`src/rtl/cpu_types_pkg.sv`:
```
// Shared CPU datapath types: word/register-select widths, ALU opcodes and ALU port-B source encoding.
package cpu_types_pkg;

    localparam int WORD_BITS = 32;
    localparam int REG_BITS  = 5;

    typedef logic [WORD_BITS-1:0] word_t;
    typedef logic [REG_BITS-1:0]  regbits_t;

    typedef enum logic [3:0] {
        ALU_SLL   = 4'h0,
        ALU_SRL   = 4'h1,
        ALU_SRA   = 4'h2,
        ALU_ADD   = 4'h3,
        ALU_ADDU  = 4'h4,
        ALU_SUB   = 4'h5,
        ALU_SUBU  = 4'h6,
        ALU_AND   = 4'h7,
        ALU_OR    = 4'h8,
        ALU_XOR   = 4'h9,
        ALU_NOR   = 4'ha,
        ALU_SLT   = 4'hb,
        ALU_SLTU  = 4'hc,
        ALU_LUI   = 4'hd,
        ALU_RSV14 = 4'he,
        ALU_RSV15 = 4'hf
    } aluop_t;

    // Encoding 3 is unused by decode and behaves like BSRC_REG.
    typedef enum logic [1:0] {
        BSRC_REG   = 2'd0,
        BSRC_IMM   = 2'd1,
        BSRC_SHAMT = 2'd2,
        BSRC_RSV   = 2'd3
    } bsrc_t;

endpackage

```
`src/rtl/forward_mux.sv`:
```
// forward_mux: combinational operand bypass for one source select; r0 always reads as zero.
// With FORWARDING_EN, MEM results win over WB results, which win over register-file data.
module forward_mux
    import cpu_types_pkg::*;
#(
    parameter int WORD_W = WORD_BITS,
    parameter int REG_AW = REG_BITS
) (
    input  logic [REG_AW-1:0] i_sel,
    input  logic [WORD_W-1:0] i_dat,
    input  logic [REG_AW-1:0] i_mem_wsel,
    input  logic              i_mem_wen,
    input  logic [WORD_W-1:0] i_mem_wdat,
    input  logic [REG_AW-1:0] i_wb_wsel,
    input  logic              i_wb_wen,
    input  logic [WORD_W-1:0] i_wb_wdat,
    output logic [WORD_W-1:0] o_dat
);

`ifdef FORWARDING_EN
    always_comb begin
        if (i_sel == '0) begin
            o_dat = '0;
        end else if (i_mem_wen && (i_mem_wsel == i_sel)) begin
            o_dat = i_mem_wdat;
        end else if (i_wb_wen && (i_wb_wsel == i_sel)) begin
            o_dat = i_wb_wdat;
        end else begin
            o_dat = i_dat;
        end
    end
`else
    // Without bypassing the hazard logic stalls instead, so the bypass inputs are dead here.
    logic w_unused_bypass;
    assign w_unused_bypass = ^{i_mem_wsel, i_mem_wen, i_mem_wdat, i_wb_wsel, i_wb_wen, i_wb_wdat};
    assign o_dat = (i_sel == '0) ? '0 : i_dat;
`endif

endmodule

```
`src/rtl/id_ex_stage.sv`:
```
// id_ex_stage: ID/EX register, operand select and load-use stall; fields appear one edge after sampling, ex_hold freezes.
// FORWARDING_EN enables MEM/WB bypass; without it, RAW hazards against EX and MEM also stall decode.
module id_ex_stage
    import cpu_types_pkg::*;
#(
    parameter int WORD_W = WORD_BITS,
    parameter int REG_AW = REG_BITS
) (
    input  logic              CLK,
    input  logic              nRST,
    input  logic              id_valid,
    input  logic [3:0]        id_aluop,
    input  logic [REG_AW-1:0] id_rsel1,
    input  logic [REG_AW-1:0] id_rsel2,
    input  logic [WORD_W-1:0] id_rdat1,
    input  logic [WORD_W-1:0] id_rdat2,
    input  logic [WORD_W-1:0] id_imm,
    input  logic [4:0]        id_shamt,
    input  logic [1:0]        id_bsrc,
    input  logic [REG_AW-1:0] id_wsel,
    input  logic              id_wen,
    input  logic              id_memread,
    input  logic              ex_hold,
    input  logic              flush,
    input  logic [REG_AW-1:0] mem_wsel,
    input  logic              mem_wen,
    input  logic [WORD_W-1:0] mem_wdat,
    input  logic [REG_AW-1:0] wb_wsel,
    input  logic              wb_wen,
    input  logic [WORD_W-1:0] wb_wdat,
    output logic              id_stall,
    output logic [3:0]        ALUOP,
    output logic [WORD_W-1:0] Port_A,
    output logic [WORD_W-1:0] Port_B,
    output logic              ex_valid,
    output logic              ex_wen,
    output logic              ex_memread,
    output logic [REG_AW-1:0] ex_wsel,
    output logic [WORD_W-1:0] ex_stdat
);

    logic              r_valid;
    aluop_t            r_aluop;
    logic [REG_AW-1:0] r_rsel1;
    logic [REG_AW-1:0] r_rsel2;
    logic [WORD_W-1:0] r_rdat1;
    logic [WORD_W-1:0] r_rdat2;
    logic [WORD_W-1:0] r_imm;
    logic [4:0]        r_shamt;
    bsrc_t             r_bsrc;
    logic [REG_AW-1:0] r_wsel;
    logic              r_wen;
    logic              r_memread;

    logic              w_load;
    logic              w_load_use;
    logic              w_raw;
    logic [WORD_W-1:0] w_fwd1;
    logic [WORD_W-1:0] w_fwd2;

    // Bubbles only need the control bits cleared; datapath fields load regardless.
    assign w_load = id_valid && !flush && !id_stall;

    always_ff @(posedge CLK or negedge nRST) begin
        if (!nRST) begin
            r_valid   <= 1'b0;
            r_aluop   <= ALU_SLL;
            r_rsel1   <= '0;
            r_rsel2   <= '0;
            r_rdat1   <= '0;
            r_rdat2   <= '0;
            r_imm     <= '0;
            r_shamt   <= '0;
            r_bsrc    <= BSRC_REG;
            r_wsel    <= '0;
            r_wen     <= 1'b0;
            r_memread <= 1'b0;
        end else if (!ex_hold) begin
            r_valid   <= w_load;
            r_aluop   <= w_load ? aluop_t'(id_aluop) : ALU_SLL;
            r_rsel1   <= id_rsel1;
            r_rsel2   <= id_rsel2;
            r_rdat1   <= id_rdat1;
            r_rdat2   <= id_rdat2;
            r_imm     <= id_imm;
            r_shamt   <= id_shamt;
            r_bsrc    <= bsrc_t'(id_bsrc);
            r_wsel    <= id_wsel;
            r_wen     <= w_load && id_wen;
            r_memread <= w_load && id_memread;
        end
    end

    forward_mux #(.WORD_W(WORD_W), .REG_AW(REG_AW)) u_fwd1 (
        .i_sel      (r_rsel1),
        .i_dat      (r_rdat1),
        .i_mem_wsel (mem_wsel),
        .i_mem_wen  (mem_wen),
        .i_mem_wdat (mem_wdat),
        .i_wb_wsel  (wb_wsel),
        .i_wb_wen   (wb_wen),
        .i_wb_wdat  (wb_wdat),
        .o_dat      (w_fwd1)
    );

    forward_mux #(.WORD_W(WORD_W), .REG_AW(REG_AW)) u_fwd2 (
        .i_sel      (r_rsel2),
        .i_dat      (r_rdat2),
        .i_mem_wsel (mem_wsel),
        .i_mem_wen  (mem_wen),
        .i_mem_wdat (mem_wdat),
        .i_wb_wsel  (wb_wsel),
        .i_wb_wen   (wb_wen),
        .i_wb_wdat  (wb_wdat),
        .o_dat      (w_fwd2)
    );

    // Shifts take the shifted value from rt, so SHAMT moves the rt operand onto port A.
    always_comb begin
        Port_A = w_fwd1;
        Port_B = w_fwd2;
        case (r_bsrc)
            BSRC_IMM:   Port_B = r_imm;
            BSRC_SHAMT: begin
                Port_A = w_fwd2;
                Port_B = {{(WORD_W-5){1'b0}}, r_shamt};
            end
            default:    ;
        endcase
    end

    assign w_load_use = id_valid && r_valid && r_memread && (r_wsel != '0) &&
                        ((r_wsel == id_rsel1) || (r_wsel == id_rsel2));

`ifdef FORWARDING_EN
    assign w_raw = 1'b0;
`else
    logic w_busy1;
    logic w_busy2;
    assign w_busy1 = (id_rsel1 != '0) &&
                     ((r_valid && r_wen && (r_wsel == id_rsel1)) || (mem_wen && (mem_wsel == id_rsel1)));
    assign w_busy2 = (id_rsel2 != '0) &&
                     ((r_valid && r_wen && (r_wsel == id_rsel2)) || (mem_wen && (mem_wsel == id_rsel2)));
    assign w_raw   = id_valid && (w_busy1 || w_busy2);
`endif

    assign id_stall   = w_load_use || w_raw;
    assign ALUOP      = r_aluop;
    assign ex_valid   = r_valid;
    assign ex_wen     = r_wen;
    assign ex_memread = r_memread;
    assign ex_wsel    = r_wsel;
    assign ex_stdat   = w_fwd2;

endmodule

```
`config.mk`:
```
export PLATFORM = sky130hd
export DESIGN_NAME = id_ex_stage
export DESIGN_NICKNAME = d
export VERILOG_FILES = /design/src/rtl/cpu_types_pkg.sv /design/src/rtl/forward_mux.sv /design/src/rtl/id_ex_stage.sv
export SDC_FILE = /design/constraint.sdc
export NUM_CORES = 1
export LEC_CHECK = 0
export CORE_MARGIN = 3
export CORE_UTILIZATION = 30
export DETAILED_ROUTE_END_ITERATION = 10
export PLACE_DENSITY_LB_ADDON = 0.25
export SLEW_MARGIN = 20
export SYNTH_ARGS = -nofsm -noshare
export SYNTH_HDL_FRONTEND = slang
export SYNTH_HIERARCHICAL = 1
export SYNTH_SLANG_ARGS = --single-unit
```
`constraint.sdc`:
```
create_clock -name CLK -period 2.5 [get_ports CLK]
set_input_delay 0.25 -clock CLK [delete_from_list [all_inputs] [get_ports CLK]]
set_output_delay 0.25 -clock CLK [all_outputs]
set_load 0.02 [all_outputs]
```
Figure 1. Metal 1.
The bar under the picture is 50 um long.
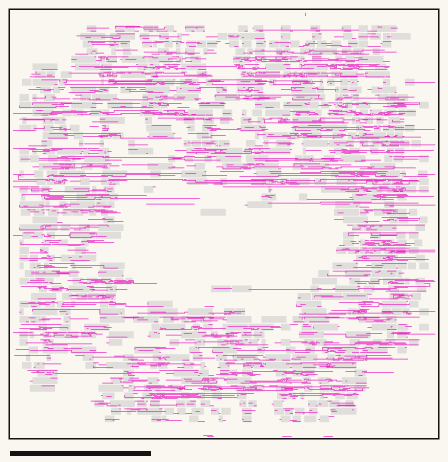
777 nets have wire on it. The wires run mostly horizontal. The longest straight run is 50.1 um. The layer carries 8730 um of wire. The layer holds 43% of the routed length.
DRT Wirelength: 20.1 mm
met1 usage: 0.216
vias: 5056

Figure 2. Metal 2.
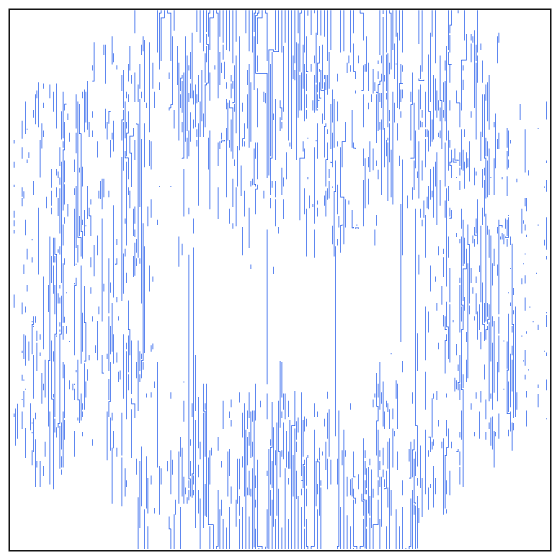
The longest straight run is 63.7 um. The wires run mostly vertical.

Figure 3. Signal wires on met3.
The bar under the picture is 50 um long.
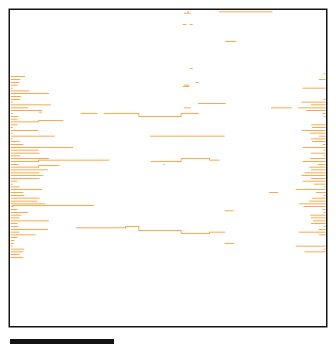
The layer holds 6.1% of the routed length. 129 nets have wire on it. The wires run mostly horizontal.
met3 Use GR: 0.0542

Figure 4. Met4 routing.
The bar under the picture is 50 um long.
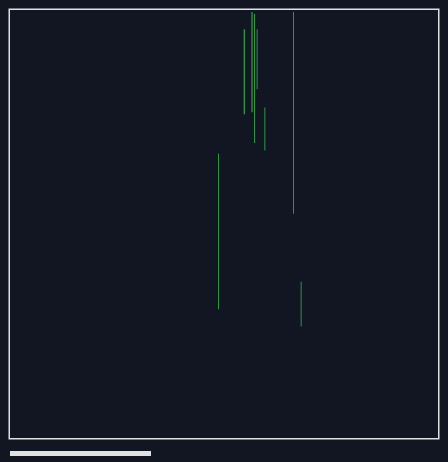
The wires run mostly vertical. 6 nets have wire on it. The layer holds 1.4% of the routed length. The layer carries 289 um of wire. The longest straight run is 71.4 um.

Figure 5. Clock nets.
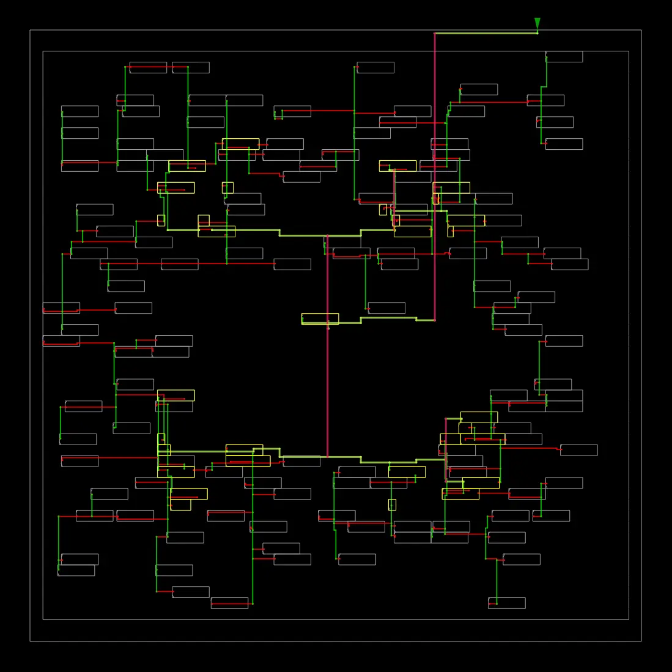
Clk power: 2.42 mW
clock skew: 1.18 ps

==> flow_metrics.tcl <==
# metrics dict for downstream scripts
set metrics [dict create \
    area_growth_syn_to_layout_pct 53.5 \
    finalMaxSlewViolations 0 \
    syn_nets 700 \
    overflow 0 \
    ir_worst_vdd_mv 0.434 \
    crit_buf_inv 3 \
    period_minus_slack_ps 2450 \
    warnings 101 \
    finalWeightedCongestion 0.802 \
    postRouteAntennaNets 0 \
    drt-wirelength-per-cell_um 19.3 \
    tightest_slew_ps 710 \
    die-area_um2 23200 \
    p_comb_frac 0.288 \
    synth.area.mux_share 0.262 \
    end_kind "output port" \
    met2_length_mm 9.85 \
    outcome "finished, final reports clean" \
    cts_root_buf "clkbuf_16" \
    cts_sinks 125 \
    p_switching_mw 2.00 \
    crit_chain "buf_6, or4_4, o211ai_1, a21oi_1, buf_4, o21a_1, buf_6" \
    critical_path.max_fanout 3 \
    rows 52 \
    via_per_inst 4.86 \
    drc 0 \
    dp_hpwl_mm 13.7 \
    async_flop_share 1.00 \
    grt_pass1_vias 5584 \
    slowest_delay_ps 520 \
    post-route-period-util 0.980 \
    finalSetupViolCount 0 \
    fin_nets 965 \
    crit_path_start_kind "flip-flop" \
    required_ps 2250 \
    path_clk_slew_ps 60 \
    internal-power_mw 4.68 \
    path_class "reg -> out" \
    ff_type "dfrtp_1" \
    adder_share 0.00390 \
    pwr-share-seq 0.349 \
    final_cell_mix "clkdlybuf4s50_1 (158), dfrtp_1 (125), mux2_2 (116)" \
    htree_levels 4 \
    ys.flops 125 \
    postLayoutCellArea_um2 9840 \
    antenna_found_initial 0 \
    rsz0062_at_grt "true" \
    p_per_area_nw_per_um2 680 \
    hold_violations 0 \
    coreArea_um2 20600 \
    p_clk_frac 0.363 \
    path_delay_family "simple AND/OR/NAND/NOR gates" \
    p_leak_nw 4.20 \
    n_antenna_cell 0 \
    grt_max_degree 126 \
    die_y_um 152 \
    top_layer "met4" \
    maxCapViolations 0 \
    aoi_share 0.149 \
    final_core_util 0.477 \
    ys_cells 493 \
    crit_top_cell "buf_6" \
    relSlewSlack 0.527 \
    boundaryPins 314 \
    cts.path.max_buffers 2 \
    xor_share 0.0273 \
    synth.distinct_cells 35 \
    placed_cell_area_um2 9300 \
    drtIter0Drc 171 \
    io_buffers 243 \
    synthCells 493 \
    synth-edff-count 0 \
    yosysWarnings 6 \
    synth_seq_share 0.488 \
    drive_gt1_frac 0.322 \
    crit_path_top_delay_cell "or4_4" \
    ys_top_logic_family "multiplexers" \
    tritoncts "done" \
    grtUsageTotal 0.172 \
    synth_area_per_cell_um2 13.0 \
    grt_pass1_wl_mm 31.8 \
    simple_gate_share 0.0365 \
    fmax_mhz 408 \
    cp.arrival_ps 2200 \
    hp-class "in -> reg" \
    synth.cell_area_um2 6410 \
    m1WireLength_mm 8.73 \
    cts_buffers 17 \
    fp.dieW_um 152 \
    layout_top_cell "clkdlybuf4s50_1" \
    fp_util 0.311 \
    wl_met3_mm 1.23 \
    first_pass_iters 4 \
    sw_frac_of_total 0.300 \
    clk_latency_ps 410 \
    ys_area_um2 6410 \
]
==> cell families after synthesis <==
group,count (synthesis)
AOI/OAI and AO/OA,117
adders and majority gates,2
muxes,149
xor gates and xnor gates,20
DFF,125
buffers and inverters,45
and+or+nand+nor,35
==> what timing repair did <==
| item | CTS | global route |
|---|---|---|
| setup endpoints to repair | 67 | 74 |
| buffers inserted | 5 | 3 |
| hold buffers | 1 | 0 |
| gates cloned | 1 | 0 |
| resized | 114 | 96 |
| pin swaps | 0 | 3 |
| hold endpoints to repair | 84 | 0 |
==> cells in the mapped netlist (7+ instances only) <==
cell type  instances  area [um^2]
a21boi_1          54          405
a22o_1            27          236
buf_1             10         37.5
clkbuf_1          22         82.6
dfrtp_1          125         3130
inv_1              7         26.3
mux2_1            33          372
mux2_2           116         1310
nand2_1           16         60.1
xnor2_1            7         61.3
xor2_1            13          114
==> power groups by stage <==
stage               Clock, mW  Combinational [mW]  Sequential, mW
finish                   2.42                1.93            2.33
global route             2.59                2.06            2.36
CTS                      2.48                1.98            2.33
detailed placement          0                2.08            2.37
global placement            0                2.07            2.35
floorplan                   0                1.04            2.36
==> area by class of cell <==
| type | count | area (um^2) |
|---|---|---|
| clock buffer | 21 | 460 |
| clock inverter | 11 | 118 |
| fill | 1855 | 10800 |
| inverter | 7 | 26.3 |
| multi-input combinational | 323 | 3100 |
| sequential | 125 | 3130 |
| tap | 270 | 338 |
| timing repair buffer | 284 | 2670 |
==> worst paths after layout <==
| check | startpoint | endpoint | slack [ps] | depth (start not counted) |
|---|---|---|---|---|
| max | ex_wsel[1] | id_stall | 50 | 7 |
| min | ex_hold | r_rdat1[19] | 230 | 2 |
| max reg2reg | ex_wsel[1] | ex_valid | 500 | 7 |
| min reg2reg | r_rdat2[10] | r_rdat2[10] | 480 | 1 |
| max in group asynchronous | nRST | r_imm[15] | 1500 | 3 |
| min in group asynchronous | nRST | ex_wsel[2] | 440 | 3 |
==> registers in the layout (all words and copies together), names as in the netlist <==
signal,flops
ex_valid,1
ex_wen,1
r_bsrc,2
r_imm,32
ALUOP,4
ex_memread,1
r_rdat1,32
r_rsel2,5
r_shamt,5
r_rsel1,5
ex_wsel,5
r_rdat2,32
==> metal layers <==
metal  global-route usage  vias to the layer above
met5                    0                        -
met4               0.0471                        0
met3               0.0542                       19
met2                0.286                      152
met1                0.216                     2542
li1                     -                     2343
==> stage by stage <==
step                hold slack, ps  std cells  worst slack (ps)  power, mW  TNS (ps)
finish                         225       1041              49.4       6.69         0
global route                   209       1041             -63.7       7.00     -65.3
CTS                            204       1038              -173       6.79      -173
detailed placement             412        999              -318       4.44      -318
global placement               409        999              -306       4.42      -306
floorplan                    -45.6        493               429       3.39         0
Power figures rest on the tool's default switching activity, not on a simulated workload.
